### src/rtl/decoder_pkg.sv
// Shared types, mode constants and the one-hot helper for decoder_nto2n_seq.
package decoder_pkg;

   // Upper bound on the select width; onehot() works on vectors this wide
   localparam int MAX_SEL_W = 8;
   localparam int MAX_OUT_W = 2 ** MAX_SEL_W;

   localparam logic MODE_DIRECT = 1'b0;
   localparam logic MODE_SCAN   = 1'b1;

   typedef enum logic [1:0] {
      IDLE   = 2'd0,
      DIRECT = 2'd1,
      SCAN   = 2'd2
   } state_e;

   // One-hot encode 'code' for a decoder of select width sel_w.
   // msb_first = 1 maps code 0 to the top output bit.
   function automatic logic [MAX_OUT_W-1:0] onehot(input logic [MAX_SEL_W-1:0] code,
                                                   input logic                 msb_first,
                                                   input int                   sel_w);
      int idx;
      idx = msb_first ? ((1 << sel_w) - 1 - int'(code)) : int'(code);
      return {{(MAX_OUT_W-1){1'b0}}, 1'b1} << idx;
   endfunction

endpackage

### src/rtl/dwell_counter.sv
// Dwell counter for the scan mode: counts cycles spent on one scan position
// and raises a terminal-count pulse when the programmed dwell is reached.
module dwell_counter
   import decoder_pkg::*;
#(
   parameter int DWELL_W = 8
) (
   input  logic               clk,
   input  logic               rst_n,
   input  logic               clr,
   input  logic               en,
   input  logic [DWELL_W-1:0] dwell,
   output logic               tc
);

   logic [DWELL_W-1:0] count_q;
   logic [DWELL_W-1:0] count_d;
   logic               at_dwell;

   // >= rather than == so that lowering dwell below the running count ends
   // the position at the next compare instead of running through a full wrap
   assign at_dwell = (count_q >= dwell);
   assign tc       = en && !clr && at_dwell;

   // Next count: clear wins, otherwise count up and wrap at the dwell value
   always_comb begin
      count_d = count_q;
      if (clr) begin
         count_d = '0;
      end else if (en) begin
         count_d = at_dwell ? '0 : count_q + 1'b1;
      end
   end

   // Count register
   always_ff @(posedge clk or negedge rst_n) begin
      if (!rst_n) begin
         count_q <= '0;
      end else begin
         count_q <= count_d;
      end
   end

endmodule

### src/rtl/decoder_nto2n_seq.sv
// Registered N-to-2^N one-hot decoder with active-low enable.
// DIRECT mode decodes codes accepted over a valid/ready handshake; SCAN mode
// walks the one-hot output through every position with a programmable dwell.
// Build option: define DECODER_BLANK_EN to insert one blank cycle (out = 0)
// at every scan position advance.
module decoder_nto2n_seq
   import decoder_pkg::*;
#(
   parameter int SEL_W     = 3,
   parameter int DWELL_W   = 8,
   parameter int MSB_FIRST = 1
) (
   input  logic                  clk,
   input  logic                  rst_n,
   input  logic                  en_n,
   input  logic                  mode,
   input  logic [SEL_W-1:0]      sel_in,
   input  logic                  sel_vld,
   output logic                  sel_rdy,
   input  logic [DWELL_W-1:0]    dwell,
   output logic [2**SEL_W-1:0]   out,
   output logic                  out_vld,
   output logic [SEL_W-1:0]      cur_sel
);

   localparam int OUT_W = 2 ** SEL_W;

   state_e             state_q, state_d;
   logic [OUT_W-1:0]   out_q, out_d;
   logic               out_vld_q, out_vld_d;
   logic [SEL_W-1:0]   cur_sel_q, cur_sel_d;
   logic               blank_q, blank_d;
   logic               cnt_clr;
   logic               cnt_en;
   logic               cnt_tc;

   function automatic logic [OUT_W-1:0] dec(input logic [SEL_W-1:0] code);
      return OUT_W'(onehot(MAX_SEL_W'(code), MSB_FIRST != 0, SEL_W));
   endfunction

   // Ready only while enabled in DIRECT mode, and never while in reset
   assign sel_rdy = rst_n && !en_n && (mode == MODE_DIRECT);

   // Counter restarts when SCAN is entered and runs only on active scan cycles
   assign cnt_clr = !en_n && (mode == MODE_SCAN) && (state_q != SCAN);
   assign cnt_en  = !en_n && (mode == MODE_SCAN) && (state_q == SCAN) && !blank_q;

   dwell_counter #(
      .DWELL_W (DWELL_W)
   ) u_dwell_counter (
      .clk   (clk),
      .rst_n (rst_n),
      .clr   (cnt_clr),
      .en    (cnt_en),
      .dwell (dwell),
      .tc    (cnt_tc)
   );

   // Next-state and output decode; priority is enable, then mode, then handshake
   always_comb begin
      state_d   = state_q;
      out_d     = out_q;
      out_vld_d = out_vld_q;
      cur_sel_d = cur_sel_q;
      blank_d   = 1'b0;

      if (en_n) begin
         // Disabled: blank the output, keep cur_sel for observability
         state_d   = IDLE;
         out_d     = '0;
         out_vld_d = 1'b0;
      end else if (mode == MODE_SCAN) begin
         state_d = SCAN;
         if (state_q != SCAN) begin
            // Fresh entry always starts the walk at code 0
            cur_sel_d = '0;
            out_d     = dec('0);
            out_vld_d = 1'b1;
         end else if (blank_q) begin
            // End of the blanking gap: show the already-advanced position
            out_d     = dec(cur_sel_q);
            out_vld_d = 1'b1;
         end else if (cnt_tc) begin
            cur_sel_d = cur_sel_q + 1'b1;
`ifdef DECODER_BLANK_EN
            out_d     = '0;
            out_vld_d = 1'b0;
            blank_d   = 1'b1;
`else
            out_d     = dec(cur_sel_q + 1'b1);
            out_vld_d = 1'b1;
`endif
         end
      end else begin
         state_d = DIRECT;
         if (sel_vld) begin
            out_d     = dec(sel_in);
            cur_sel_d = sel_in;
            out_vld_d = 1'b1;
         end else if (state_q == SCAN) begin
            // Leaving SCAN keeps the last scanned code on the output
            out_d     = dec(cur_sel_q);
            out_vld_d = 1'b1;
         end
      end
   end

   // State and output registers
   always_ff @(posedge clk or negedge rst_n) begin
      if (!rst_n) begin
         state_q   <= IDLE;
         out_q     <= '0;
         out_vld_q <= 1'b0;
         cur_sel_q <= '0;
         blank_q   <= 1'b0;
      end else begin
         state_q   <= state_d;
         out_q     <= out_d;
         out_vld_q <= out_vld_d;
         cur_sel_q <= cur_sel_d;
         blank_q   <= blank_d;
      end
   end

   assign out     = out_q;
   assign out_vld = out_vld_q;
   assign cur_sel = cur_sel_q;

endmodule

### config.mk
export PLATFORM = sky130hd
export DESIGN_NAME = decoder_nto2n_seq
export DESIGN_NICKNAME = d
export VERILOG_FILES = /design/src/rtl/decoder_pkg.sv /design/src/rtl/dwell_counter.sv /design/src/rtl/decoder_nto2n_seq.sv
export SDC_FILE = /design/constraint.sdc
export NUM_CORES = 1
export LEC_CHECK = 0
export ABC_AREA = 1
export CORE_MARGIN = 2
export CORE_UTILIZATION = 33
export CTS_CLUSTER_DIAMETER = 200
export CTS_CLUSTER_SIZE = 14
export DETAILED_ROUTE_END_ITERATION = 8
export PLACE_DENSITY = 0.59
export SLEW_MARGIN = 10
export SYNTH_ARGS = -nofsm -noshare
export SYNTH_HDL_FRONTEND = slang
export SYNTH_HIERARCHICAL = 1
export SYNTH_SLANG_ARGS = --single-unit
### constraint.sdc
create_clock -name clk -period 1.9 [get_ports clk]
set_clock_uncertainty 0.15 [all_clocks]
set_input_delay 0.38 -clock clk [delete_from_list [all_inputs] [get_ports clk]]
set_output_delay 0.38 -clock clk [all_outputs]
set_load 0.02 [all_outputs]
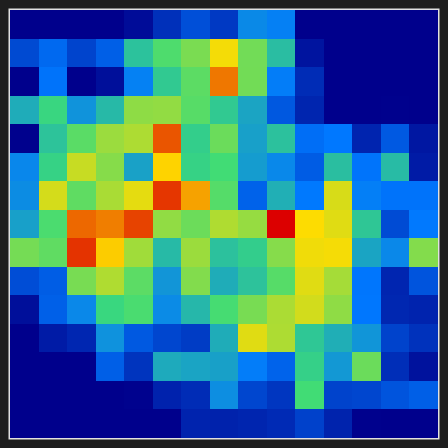
Run 1: wiring heat map
The die is cut into 15 by 15 equal tiles; dark blue is low, red is high, scaled to the fullest tile. Values are wire area over tile area, all layers added.
The fullest tile reaches 0.36. The mean over all tiles is 0.12. 19% of the tiles are nearly empty. 29% of the tiles are over half the peak.
overall track demand over capacity in global routing: 0.162
Routed Wire Length: 4.28 mm
Vias: 1,735

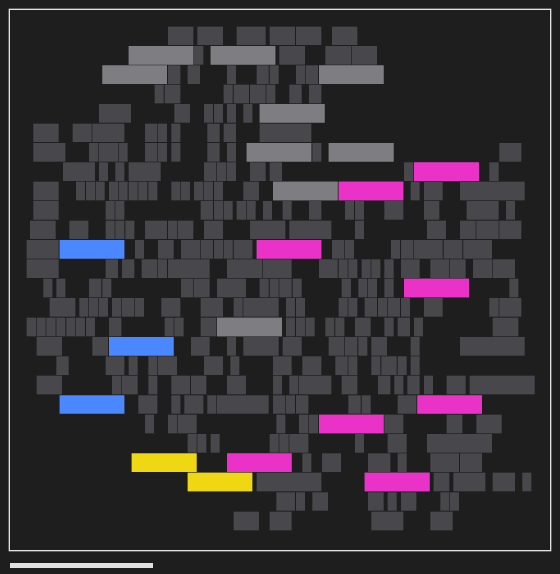
Run 1: where the registers sit
Bar = 20 um. Other sequential cells in the stronger grey, the rest of the logic in the fainter grey.
u_dwell_counter/count_q: marked magenta, flops 8. cur_sel: marked blue, flops 3. state_q: marked yellow, flops 2.
Another 9 sequential cells are not coloured.
share of the final layout cell area in sequential cells: 0.217
power consumed by sequential cells: 513 uW
fin util: 0.502
flip-flop and latch area: 551 sq um

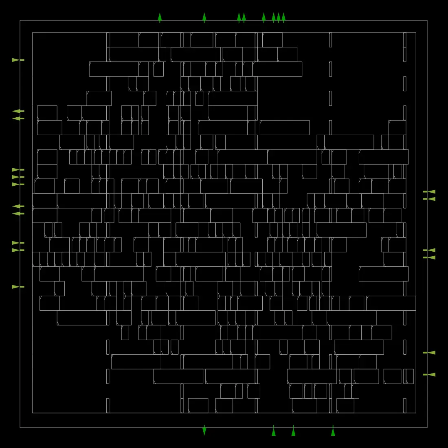
Run 1: cell outlines without signal wires
flop count: 22
# rows: 26
post-layout instance count excluding filler cells: 394
Filler Cell Count: 510
number of well taps: 70

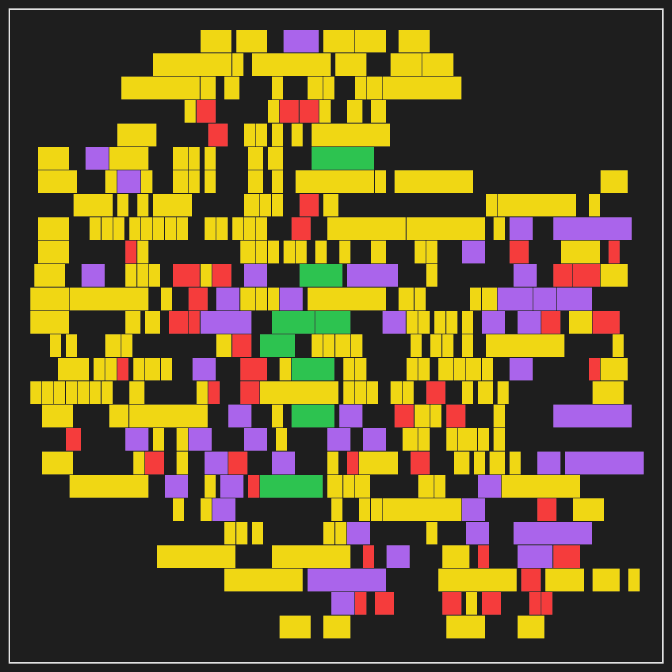
Run 1: cell sizes after repair
_3 and _4 cells: marked purple, cells 45, share 14%. _2 cells: marked red, cells 44, share 14%. _0 and _1 cells: marked yellow, cells 227, share 70%. _6 and larger: marked green, cells 8, share 2.5%.

==> notes.md, run 1 <==
Implementation progress

Of the synthesized area, sequential elements account for 0.324. By instance count after routing, the leading logic cell type is sky130_fd_sc_hd__nand2_1. The final timing report gives a worst setup slack of -0.154 ns.

For this run the aggregate overflow at the end of global routing stands at 0. The routed design could run at a clock period as short as ~2 ns. 29 I/O pins were placed. The floorplan utilization stands at 0.336. TritonCTS built the clock tree. Note, the detailed placer reported a final HPWL of 3.08 mm. Setup repair after global routing could not meet its margin everywhere. The synthesized netlist occupies a cell area of 0.00170 sq mm.

After synthesis the netlist holds a flip-flop and latch count of 22. From bottom edge to top edge, the die measures about 76 um. The wire length of the first global-routing pass stands at 7.07 mm. The count of TritonRoute iterations in the first routing pass stands at 4. The final reports fail on setup timing.

The ratio of total power to cell area stands at 494 mW/mm^2. The post-synthesis cell type count stands at 23. The arrival time of data at the worst endpoint is listed as 2.10 ns.

With fillers left out, the area of the finished cells amounts to 0.00253 sq mm. The number of nets in the synthesized netlist is 287. Counting pins that exceed their max-slew limit in the final report gives 0. The via count of the first global-routing pass stands at 1,603. The clock reaches the later pin of the worst-skew pair after 0.26 ns. During synthesis, Yosys emitted a total of 6 warnings. Buffers inserted during clock tree synthesis total 3. After detailed placement, the total cell area comes to 0.00227 sq mm. The leakage power stands at between 0.001 and 0.0015 uW. Based on the critical path, the design can be clocked at up to approximately 500 MHz.

In this run the standard cell core region covers 0.00504 sq mm. The setup slack at placement stands at -0.617 ns. Per the final timing report, the hold violations number 0.

In the final routed layout, each cell accounts on average for between 10 and 15 um. The final antenna diode tally reported by the flow is 0. The yosys stat cell total stands at roughly 260. In this run, post-CTS hold repair placed 0 buffers.

In this run the clock root is driven by a sky130_fd_sc_hd__clkbuf_8. The share of synthesized area in the top cell type comes to 0.324. The flow ran to the end, but the final reports show violations.

Among all flip-flop cells after synthesis, the most frequent one is sky130_fd_sc_hd__dfrtp_1. The cell sequence reported for the critical path is clkdlybuf4s50_1, inv_1, ha_4, nand2_2, nor2_4, nand2_4, nand2_2, nand2_1, inv_1, nor2_2, nand2_2, o21ai_4, buf_4, buf_6, a21oi_2. The required arrival time at the worst endpoint stands at 1.95 ns. The number of buffers inserted by port buffering stands at 28. The DRC violations left stands at 0.

The timing report shows the most common cell along the critical path to be sky130_fd_sc_hd__nand2_2. The worst setup path is of the in -> reg kind. The count of nets left with antenna violations once routing finished came out at 0.

In this run the number of H-tree levels came out at 1. The tightest min-delay check is of the reg -> reg type. The violation count after the first detailed-routing iteration stands at 74. The tree built by TritonCTS fans out to 22 sinks. The largest voltage drop on the vdd net stands at 0.276 mV. Yosys reports a chip area of 0.00170 sq mm. STA classifies the critical path endpoint as a flop. The ratio of final minimum period to clock period stands at 1.08. The post-synth count of flops with an enable pin is 0.

For the worst min-delay path, the startpoint reported by OpenROAD is out[0]. The average instance in the mapped netlist occupies 6.60 sq um. The max-slew check reports its worst relative slack as 0.792. The horizontal extent of the die stands at ~76 um. The largest buffer count on any clock path stands at 2. The number of violations of the max-capacitance limit stands at 0. In the post-synthesis netlist, the biggest area contributors are sky130_fd_sc_hd__dfrtp_1 32%, sky130_fd_sc_hd__nand2_1 23%, sky130_fd_sc_hd__ha_1 10%. The tally of OpenROAD warnings stands at 33. The number of nets in the layout stands at 355. Hold timing on the final database bottoms out at a slack of 0.364 ns. The weighted congestion at the end of routability-driven global placement stands at 0.853.

Counting every instance in the synthesized netlist gives roughly 260. Along the worst path, the maximum fanout reaches 3. After synthesis, the share of flip-flops with an asynchronous set or reset is 1.00.

The worst register-to-register path begins at u_dwell_counter/count_q[0]. Looking at area per cell type in the netlist, the leader is sky130_fd_sc_hd__dfrtp_1. Per the final layout report, the fraction of cells sized above drive strength 1 comes to 0.299. The slew at the pin with the worst max-slew slack stands at 0.311 ns. The signed area change from the synthesized netlist to the final layout stands at 49.3%.

The end-of-flow timing check tallies setup violations at 12. In the layout the commonest cells are 86 x sky130_fd_sc_hd__nand2_1, 34 x sky130_fd_sc_hd__buf_4, 27 x sky130_fd_sc_hd__nand3_1, 26 x sky130_fd_sc_hd__inv_1, 22 x sky130_fd_sc_hd__dfrtp_1. The worst setup path is launched from an input pin. Per the detail_route report, vias per standard cell equal roughly 4.4. The die outline area stands at 0.00573 sq mm. Per the STA report, the cell with the highest stage delay on the worst path is sky130_fd_sc_hd__clkdlybuf4s50_1. The clock transition at the registers of the reported paths stands at 0.09 ns. The initial antenna violation count stands at 0.

The largest stage delay on the critical path stands at 0.46 ns. OpenSTA lists the critical path startpoint as dwell[4]. The largest net degree at the start of global routing stands at 23.
## run 1: Yosys cell counts, types with 2 or more instances
cell / n
sky130_fd_sc_hd__nand2_1: 102
sky130_fd_sc_hd__inv_1: 32
sky130_fd_sc_hd__nand3_1: 27
sky130_fd_sc_hd__dfrtp_1: 22
sky130_fd_sc_hd__nor2_1: 21
sky130_fd_sc_hd__ha_1: 14
sky130_fd_sc_hd__inv_2: 7
sky130_fd_sc_hd__a21oi_1: 5
sky130_fd_sc_hd__nor2_2: 5
sky130_fd_sc_hd__nand2_2: 4
sky130_fd_sc_hd__o21ai_0: 4
sky130_fd_sc_hd__nand2_4: 2
sky130_fd_sc_hd__o21ai_1: 2
## run 1: report_power, final
part | switching [uW] | internal (uW)
combinational | 213 | 176
clock | 164 | 185
sequential | 21.0 | 492
total | 398 | 853
## run 1: per-stage QoR
stage                util  instances  TNS, ns  total power (uW)
floorplan               -        257   -0.375               702
detailed placement  0.449        380    -8.28               869
finish              0.502        394    -1.55              1250
global route        0.502        394    -3.26              1330
CTS                 0.488        390    -1.33              1250
global placement    0.449        380    -8.05               866
## run 1: final cells by class
type,instances,area [sq um]
Inverter,39,146
Clock buffer,4,55.1
Fill cell,510,2510
Timing Repair Buffer,65,569
Tap cell,70,87.6
Multi-Input combinational cell,194,1120
Sequential cell,22,551
## run 1: worst paths after layout
kind	end	slack [ns]	depth (start not counted)
worst max-delay path	out_vld	-0.15	15
max in group asynchronous	out[6]	0.93	2
worst min-delay path	out[0]	0.36	2
worst min register to register	out[0]	0.36	2
worst max register to register	out[6]	-0.10	18
min in group asynchronous	u_dwell_counter/count_q[2]	0.42	2
## run 1: worst max-delay path, delay by kind of cell
family	cells	cell delay, ns
simple gates	7	0.45
buf+inv	5	0.84
compound gates	2	0.19
fa+ha+maj	1	0.26
## run 1: kinds of logic (layout without fill, tap and decap cells)
logic type               after synthesis  count (layout)  share of synthesized area
buffers and inverters                 42             108                      0.100
adder cells (fa/ha/maj)               14              14                      0.103
flip-flops                            22              22                      0.324
AND-OR/OR-AND                         15              16                     0.0553
AND/OR/NAND/NOR                      164             164                      0.417
## run 1: flip-flops by register name, summed over array words and instances, names as in the netlist
signal,flops
state_q,2
u_dwell_counter/count_q,8
out_vld,1
out,8
cur_sel,3
## run 1: metal layers
| layer | routed length (um) | vias up | share of wire | GRT usage |
|---|---|---|---|---|
| li1 | - | 924 | - | - |
| met1 | 1980 | 778 | 0.46 | 0.215 |
| met2 | 2090 | 29 | 0.49 | 0.274 |
| met3 | 154 | 4 | 0.036 | 0.0172 |
| met4 | 57 | 0 | 0.013 | 0.0526 |
| met5 | 0 | - | 0 | 0 |
## run 1: what timing repair did
action / 4_1_cts / 5_1_grt
resized: 34 / 13
setup buffers: 5 / 4
endpoints found under the setup margin: 13 / 16
pin swaps: 24 / 12
gates cloned: 1 / 0
==> run 1 -> run 2 <==
--- a/config.mk
+++ b/config.mk
@@ -8,7 +8,6 @@
 export ABC_AREA = 1
 export CORE_MARGIN = 2
 export CORE_UTILIZATION = 33
-export CTS_CLUSTER_DIAMETER = 200
 export CTS_CLUSTER_SIZE = 14
 export DETAILED_ROUTE_END_ITERATION = 8
 export PLACE_DENSITY = 0.59
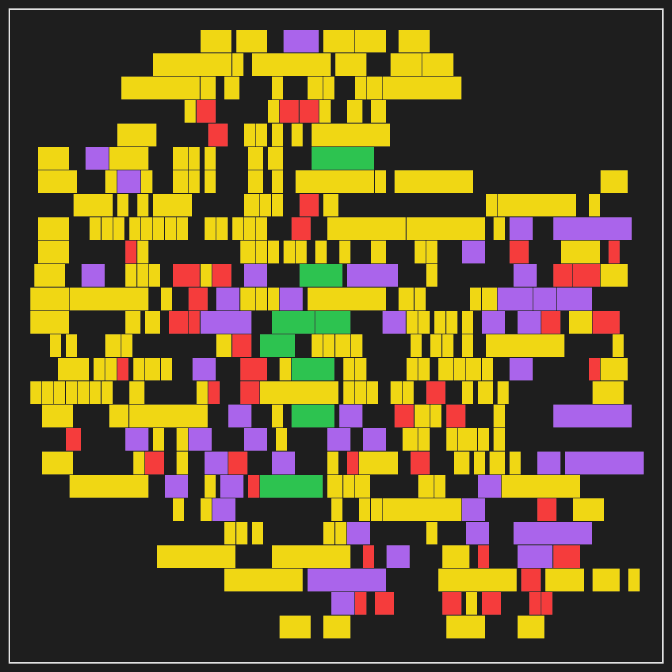
Run 2: cell sizes after repair
_3 and _4 cells: marked purple, cells 45, share 14%. _0 and _1 cells: marked yellow, cells 227, share 70%. _6 and larger: marked green, cells 8, share 2.5%. _2 cells: marked red, cells 44, share 14%.
slack of the critical path: -0.154 ns
bufs w/o clock: 65

==> run 2 against run 1 <==
- the run still ends with setup timing left
- combinational power about the same
- final cell count unchanged
- cell area unchanged
- routed wire length unchanged
- count of clock-buffer cells in the layout unchanged
- utilization unchanged
- flip-flop count unchanged
- sequential share of layout area unchanged
- maximum frequency unchanged
- area after synthesis unchanged
- synthesized cell count unchanged
- largest power group unchanged
==> notes.md, run 2 <==
Implementation progress

The flow ran to the end, but the final reports show violations. The final reports fail on setup timing. The area of the placeable core stands at 0.00504 sq mm.

The signed area change from the synthesized netlist to the final layout stands at 49.3%. Setup repair after global routing could not meet its margin everywhere. The warning tally printed by Yosys for this design is 6. The total clock buffers created by CTS stands at 3. The overall die size recorded for this design is 0.00573 sq mm. The die is 75.7 um tall. The count of TritonRoute iterations in the first routing pass stands at 4. Summed over all cells, the static leakage comes to approximately 0.0014 uW. In this run, the synthesized area fraction spent on and/or/nand/nor cells is recorded as 0.417.

In this run, distinct cell masters in the synthesized netlist total 23. After global routing the overflow that remains totals 0. Summing over every cut layer, the via total after detailed routing is 1,735. The ratio of final minimum period to clock period stands at 1.08. The netlist area before placement stands at 0.00170 sq mm. The net count of the finished layout is 355. Of the cells placed in the final design, the portion with a size suffix greater than 1 is 0.299. The number of buffers inserted by port buffering stands at 28. Per Yosys stat, the portion of area used by sequential elements is 0.324. The largest buffer count on any clock path stands at 2. Across all register-to-register paths, the minimum setup slack is -0.10 ns. Per the synth stats, the proportion of register bits with asynchronous set or reset is 1.00. Checking max transition, the worst relative margin is 0.792.

The number of placement rows stands at 26. The design draws 1250 uW. The clock period minus worst slack stands at around 2 ns. The synth_stat.txt file lists the number of cells as 257. Synthesis produced a netlist with a net count of 287.

The wire length of the first global-routing pass stands at 7.07 mm. The final setup violation count stands at 12. In the layout the commonest cells are 86 x sky130_fd_sc_hd__nand2_1, 34 x sky130_fd_sc_hd__buf_4, 27 x sky130_fd_sc_hd__nand3_1, 26 x sky130_fd_sc_hd__inv_1, 22 x sky130_fd_sc_hd__dfrtp_1. The report lists the power per cell area as 494 mW/mm^2.

The transition time recorded at the tightest slew-check pin is 0.311 ns. After its last routability iteration, the placer logged a weighted congestion of 0.853. The largest voltage drop on the vdd net stands at between 0.2 and 0.3 mV.

Data on the critical path arrives at its endpoint at about 2.1 ns. The commonest register cell is sky130_fd_sc_hd__dfrtp_1. Detailed placement finished with a half-perimeter wire length of between 3 and 4 mm.

The initial utilization of the core area, before any placement, comes to 0.336. Among the non-sequential cells, simple AND/OR/NAND/NOR gates take the most area. The switching power total stands at slightly below 400 uW. The post-synthesis sequential element count stands at 22. The adder and majority cell fraction of the synthesized area stands at 0.103.

The final critical-path setup slack stands at -0.154 ns. The hold violation count in the final report stands at 0. The DRC violations left stands at 0. Dividing the synthesized area by the synthesized cell count gives 6.60 sq um. In the synthesized netlist, the number of instances is 257. In this run the worst setup path begins at dwell[4]. The largest net degree at the start of global routing stands at 23. The min-delay analysis places its worst path in the category reg -> reg.

For the worst reg-to-reg path, the startpoint reported by OpenROAD is u_dwell_counter/count_q[0]. The final layout reports a setup TNS of -1.55 ns. STA classifies the critical path startpoint as an input pin. Of the total power, the share spent switching nets is 0.318. The parity-gate share of the synthesized area counting xor and xnor cells stands at 0. For reference, the final report shows the max-slew violation count at 0. The initial antenna violation count stands at 0. According to the timing report, the data required time at the worst endpoint equals slightly below 2 ns. TritonCTS built the clock tree.

Of the post-synthesis cell area, the dominant cell type holds 0.324. The capture point of the worst register-to-register path is recorded as out[6].
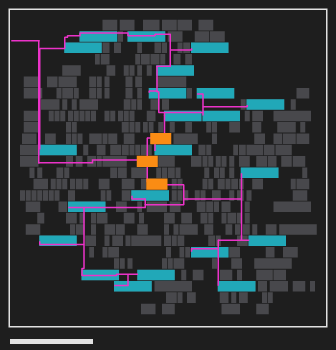
Run 2: clock wires, drivers and flops
Bar = 20 um.
flip-flops: marked cyan, count 22. clock drivers: marked orange, count 3. clock wires: marked magenta, length 349 um.
There are 4 routed clock nets.

run 2: layout make-up:
cell class / instances / area, sq um
Timing Repair Buffer: 65 / 569
Inverter: 39 / 146
Fill cell: 510 / 2510
Clock buffer: 4 / 55.1
Sequential cell: 22 / 551
Tap cell: 70 / 87.6
Multi-Input combinational cell: 194 / 1120
run 2: logic make-up after synthesis:
| kind of cell | count (synthesis) |
|---|---|
| adder cells (fa/ha/maj) | 14 |
| AND-OR/OR-AND | 15 |
| flip-flops | 22 |
| AND/OR/NAND/NOR | 164 |
| buffers and inverters | 42 |
run 2: routing by layer:
metal	vias up	track usage	wire, um	part of all wire
li1	924	-	-	-
met2	29	0.274	2090	0.49
met4	0	0.0526	57	0.013
met3	4	0.0172	154	0.036
met1	778	0.215	1980	0.46
met5	-	0	0	0
run 2: how the worst min path moves through the flow:
stage	from	to	slack, ns	cells past startpoint
after CTS	out[5]	out[5]	0.37	2
after global placement	out[5]	out[5]	0.35	2
after global routing	out[5]	out[5]	0.39	2
after detailed placement	out[5]	out[5]	0.35	2
final	out[0]	out[0]	0.36	2
after floorplan	rst_n	cur_sel[0]	-0.07	0
run 2: power groups by stage:
stage	combinational [uW]	sequential [uW]	clock [uW]
floorplan	155	547	0
global placement	344	523	0
detailed placement	346	522	0
CTS	373	514	359
global route	432	517	377
finish	389	513	349
run 2: worst max-delay path, stage by stage:
cell	delay, ns
sky130_fd_sc_hd__clkdlybuf4s50_1	0.46
sky130_fd_sc_hd__inv_1	0.07
sky130_fd_sc_hd__ha_4	0.26
sky130_fd_sc_hd__nand2_2	0.05
sky130_fd_sc_hd__nor2_4	0.10
sky130_fd_sc_hd__nand2_4	0.06
sky130_fd_sc_hd__nand2_2	0.06
sky130_fd_sc_hd__nand2_1	0.05
sky130_fd_sc_hd__inv_1	0.06
sky130_fd_sc_hd__nor2_2	0.04
sky130_fd_sc_hd__nand2_2	0.09
sky130_fd_sc_hd__o21ai_4	0.10
sky130_fd_sc_hd__buf_4	0.15
sky130_fd_sc_hd__buf_6	0.10
sky130_fd_sc_hd__a21oi_2	0.09
run 2: metrics by stage:
step | worst slack [ns] | cells | util | instance area (sq um)
CTS | -0.131 | 390 | 0.488 | 2460
global route | -0.307 | 394 | 0.502 | 2530
finish | -0.154 | 394 | 0.502 | 2530
detailed placement | -0.617 | 380 | 0.449 | 2270
global placement | -0.604 | 380 | 0.449 | 2270
floorplan | -0.0465 | 257 | - | 1720
run 2: what timing repair did:
item,4_1_cts,5_1_grt
endpoints found under the setup margin,13,16
pin swaps,24,12
endpoints found under the hold margin,0,0
resized,34,13
cloned,1,0
buffers inserted,5,4
Run 2, cell outlines without signal wires:
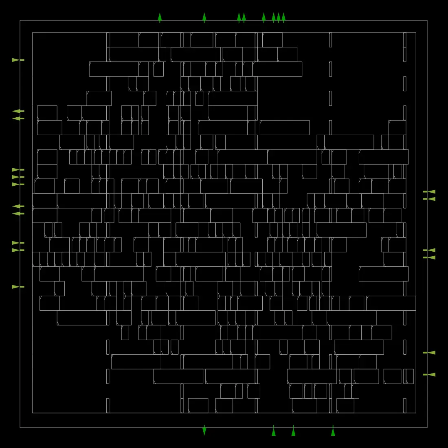

==> run 2 -> run 3 <==
--- a/config.mk
+++ b/config.mk
@@ -6,10 +6,10 @@
 export NUM_CORES = 1
 export LEC_CHECK = 0
 export ABC_AREA = 1
-export CORE_MARGIN = 2
 export CORE_UTILIZATION = 33
 export CTS_CLUSTER_SIZE = 14
 export DETAILED_ROUTE_END_ITERATION = 8
+export HOLD_SLACK_MARGIN = 0.05
 export PLACE_DENSITY = 0.59
 export SLEW_MARGIN = 10
 export SYNTH_ARGS = -nofsm -noshare
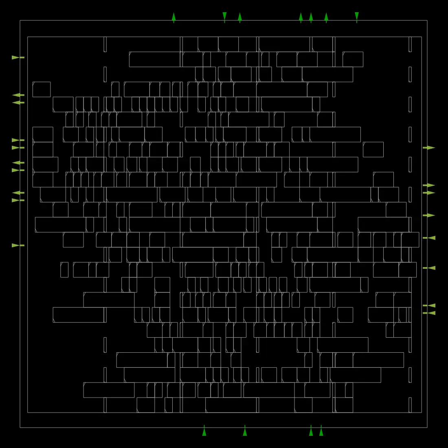
Run 3: cell outlines without signal wires
share of the final layout cell area in sequential cells: 0.211
number of well taps: 67

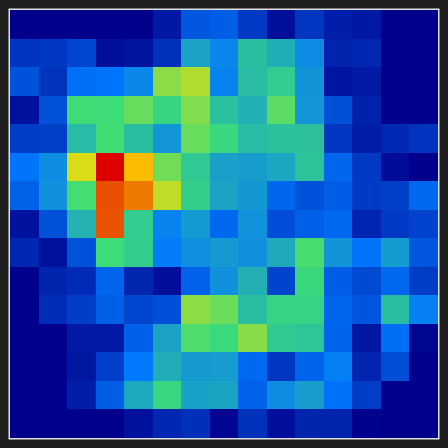
Run 3: wiring heat map
The die is cut into 15 by 15 equal tiles; dark blue is low, red is high, scaled to the fullest tile. Values are wire area over tile area, all layers added.
The fullest tile reaches 0.52. The mean over all tiles is 0.12. The emptiest ninth of the die: lower left.
Routed Wire Length: 4.31 mm
average wire per standard cell: 11.0 um
overall track demand over capacity in global routing: 0.168
Vias: 1,755

==> run 3 against run 2 <==
- critical path depth is 4 higher
- total power is 10% higher
- hold slack better by 0.0015 ns
- sequential power hardly changed
- register-to-register slack worse by 0.07 ns
- final cell count is 0.76% lower
- flip-flop count stayed put
- area after synthesis stayed put
- setup slack worse by 0.012 ns
- sequential share of layout area is 0.67 points lower
- the run still ends with setup timing left
==> notes.md, run 3 <==
Implementation progress

The run finished, with violations left. The checks that failed: setup timing. The floorplan step records an initial core utilization of 0.350.

TritonCTS built the clock tree. The maximum fanout along the worst path stands at 8. Per STA, the library cell used most along the worst path is sky130_fd_sc_hd__nand2_2. The area share of and/or/nand/nor cells after synthesis stands at 0.417.

The wire length of the first global-routing pass stands at 7.15 mm. The setup path with the least slack is of type reg -> reg. Leaving out fill and tap cells, the most frequent cell in the layout is sky130_fd_sc_hd__nand2_1.

The hold buffer count at cts stands at 0. The root buffer cell chosen for the clock tree is sky130_fd_sc_hd__clkbuf_8. Summing over the stages, the warning tally comes to 33.

The share of total power in the clock network stands at 0.331. Per the STA report, the cell with the highest stage delay on the worst path is sky130_fd_sc_hd__dfrtp_1. For the worst min-delay path, the startpoint reported by OpenROAD is out[5]. The count of TritonRoute iterations in the first routing pass stands at 4. The power report attributes to the sequential group a share of 0.374. Of the post-synthesis cell area, the part taken by muxes is 0. For this run, the final setup violation count is recorded as 12. The final timing report lists a max-slew violation count of 0. The number of buffers inserted by port buffering stands at 28. The share of synthesized registers carrying an async set or reset stands at 1.00.

The HPWL after detailed placement stands at 3.16 mm. The worst setup path is captured at a flop. The OpenROAD report gives the critical path a required time of between 1.5 and 2 ns. The clock insertion delay at the later pin of the skew report stands at approximately 0.27 ns.

CTS saw 22 sinks. From left edge to right edge, the die measures 73.7 um. Looking at the clock tree report, the H-tree level count equals 1. The initial antenna violation count stands at 0. The largest net degree at the start of global routing stands at 23.

VDD sags by at most 0.282 mV. Setup repair after global routing could not meet its margin everywhere. The launch point of the critical path was reported as u_dwell_counter/count_q[0]. The ratio of total power to cell area stands at 526 mW/mm^2. The fraction of layout cells with a size suffix above 1 stands at 0.349. The number of I/O pins stands at 29.

The antenna cell count stands at 0. The leftover overflow at the end of global routing stands at 0. Per the OpenROAD floorplan log, the height of the die is about 74 um. The largest stage delay on the critical path stands at 0.41 ns. Of the total synthesized cell area, the portion taken by XOR and XNOR cells is 0. The final critical-path setup slack stands at -0.166 ns. Summed over all instances, the cell type with the most area after synthesis is sky130_fd_sc_hd__dfrtp_1.

According to the finish report, the design has a final net count of between 300 and 400. The cell-mix breakdown from Yosys lists the adder-cell area share as 0.103. The setup slack at placement stands at -0.606 ns. Per the post-route antenna check, the number of violating nets is 0.

Internal power comes to approximately 950 uW. The part of the total power dissipated in combinational logic stands at 0.295. Sorting the synthesized cells by how often they occur yields 102 x sky130_fd_sc_hd__nand2_1, 32 x sky130_fd_sc_hd__inv_1, 27 x sky130_fd_sc_hd__nand3_1, 22 x sky130_fd_sc_hd__dfrtp_1, 21 x sky130_fd_sc_hd__nor2_1. Per the post-synthesis report, the nets total 287. The tally of yosys warning messages stands at 6.

The post-synthesis cell type count stands at 23. Data on the critical path arrives at its endpoint at ~2.1 ns. The via count of the first global-routing pass stands at between 1,500 and 2,000. The synthesis run identifies the leading combinational cell family as simple AND/OR/NAND/NOR gates. Counting flops with a built-in enable in the synthesized netlist gives 0. In the layout the commonest cells are 80 x sky130_fd_sc_hd__nand2_1, 34 x sky130_fd_sc_hd__buf_4, 24 x sky130_fd_sc_hd__inv_1, 23 x sky130_fd_sc_hd__nand2_2, 22 x sky130_fd_sc_hd__dfrtp_1.

The highest achievable clock rate stands at 484 MHz. Counting the buffers created by CTS gives 3. Once synthesis finished, the tally of register bits stood at 22. STA classifies the critical path startpoint as a flop.

CTS reports a maximum clock tree buffer depth of 2. By area the synthesized netlist is led by sky130_fd_sc_hd__dfrtp_1 32%, sky130_fd_sc_hd__nand2_1 23%, sky130_fd_sc_hd__ha_1 10%. The netlist area before placement stands at 0.00170 sq mm. The DRC violations left stands at 0. The hold violation count in the final report stands at 0. The cell sequence reported for the critical path is inv_2, ha_4, inv_2, nand2_2, nand2_2, nand2_2, nand2_2, nand2_2, nand2_4, nand2_2, nand2_2, inv_2, nor2_2, nand2_2, o21ai_4, buf_6, nand2_8, nand2_2, nand2_1. The weighted congestion at the end of routability-driven global placement stands at 0.873.

Sorting the synthesis cell report by count puts at the top sky130_fd_sc_hd__nand2_1. The area fraction of the largest cell type after synthesis is 0.324. The synthesized netlist handed to floorplanning was reported with a cell count of 257. Looking at the reg2reg group, the worst path starts from u_dwell_counter/count_q[0]. The number of placement rows stands at 25. The area recorded from the Yosys report for this design is 0.00170 sq mm. The total negative slack stands at -1.59 ns. The yosys stat cell total stands at 257. The floorplan step defined a core boundary enclosing 0.00485 sq mm. In the CTS report, the clock slew at the register clock pins of the worst setup and hold paths is listed as ~0.090 ns.

According to the hold report, the worst path is of the reg -> reg type. The die outline area stands at about 0.0054 sq mm. The average cell area after synthesis stands at 6.60 sq um.
==> run 3: cell count changes in the layout (fill, tap and decap cells not counted), moves of 2 or more <==
cell | before | now
sky130_fd_sc_hd__nand2_2 | 19 | 23
sky130_fd_sc_hd__dlygate4sd2_1 | 7 | 9
sky130_fd_sc_hd__inv_1 | 26 | 24
sky130_fd_sc_hd__o21ai_2 | 0 | 2
sky130_fd_sc_hd__o21ai_1 | 2 | 0
sky130_fd_sc_hd__nand3_1 | 27 | 20
sky130_fd_sc_hd__nand2_1 | 86 | 80
sky130_fd_sc_hd__nand3_2 | 0 | 6
sky130_fd_sc_hd__buf_6 | 2 | 4
==> run 3: kinds of logic after synthesis <==
family | count (synthesis)
DFF | 22
adders and majority gates | 14
AOI/OAI and AO/OA | 15
and+or+nand+nor | 164
buffers and inverters | 42
==> run 3: power groups by stage <==
stage / logic, uW / clock network, uW / registers, uW
2_1_floorplan: 155 / 0 / 547
3_3_place_gp: 339 / 0 / 523
3_5_place_dp: 342 / 0 / 523
4_1_cts: 388 / 467 / 514
5_1_grt: 445 / 476 / 518
6_report: 406 / 455 / 514
==> run 3: metrics by stage <==
stage	power, uW	util	instances	hold WS [ns]	instance area, sq um
after floorplan	702	-	257	-0.0656	1720
after global placement	862	0.467	377	0.351	2260
after detailed placement	865	0.467	377	0.348	2260
after CTS	1370	0.526	390	0.369	2550
after global routing	1440	0.539	391	0.386	2610
final	1380	0.539	391	0.366	2610
==> run 3: worst max-delay path, delay by kind of cell, from the launching register on <==
kind / cells / cell delay, ns
buf+inv: 4 / 0.30
simple gates: 13 / 0.82
compound gates: 1 / 0.09
fa+ha+maj: 1 / 0.19
flops: 1 / 0.41
==> run 3: area by class of cell <==
class	count	area (sq um)
clock buffers	3	41.3
clock inverters	1	30.0
fillers	469	2230
inverters	39	151
multi-input cells	193	1170
flip-flops and latches	22	551
well taps	67	83.8
repair buffers	66	582
==> run 3: worst paths after layout <==
path | to | slack, ns | cells after the start
hold reg to reg | out[5] | 0.37 | 2
min in group asynchronous | out[6] | 0.38 | 2
setup reg to reg | out[6] | -0.17 | 19
setup / recovery | out[6] | -0.17 | 19
max in group asynchronous | u_dwell_counter/count_q[0] | 0.99 | 2
hold / removal | out[5] | 0.37 | 2
==> run 3: repair_timing <==
item                                    in CTS  in global routing
gates resized                               47                 24
endpoints found under the setup margin      14                 20
buffers inserted                             8                  3
gates cloned                                 1                  0
pin swaps                                   28                 18
==> run 3: metal layers <==
| layer | track usage | routed length [um] | vias to the layer above |
|---|---|---|---|
| met3 | 0.0178 | 168 | 4 |
| li1 | - | - | 923 |
| met1 | 0.254 | 2220 | 791 |
| met2 | 0.251 | 1890 | 37 |
| met5 | 0 | 0 | - |
| met4 | 0.0449 | 34 | 0 |
No activity file was given, so power comes from the tool's default toggle rates.
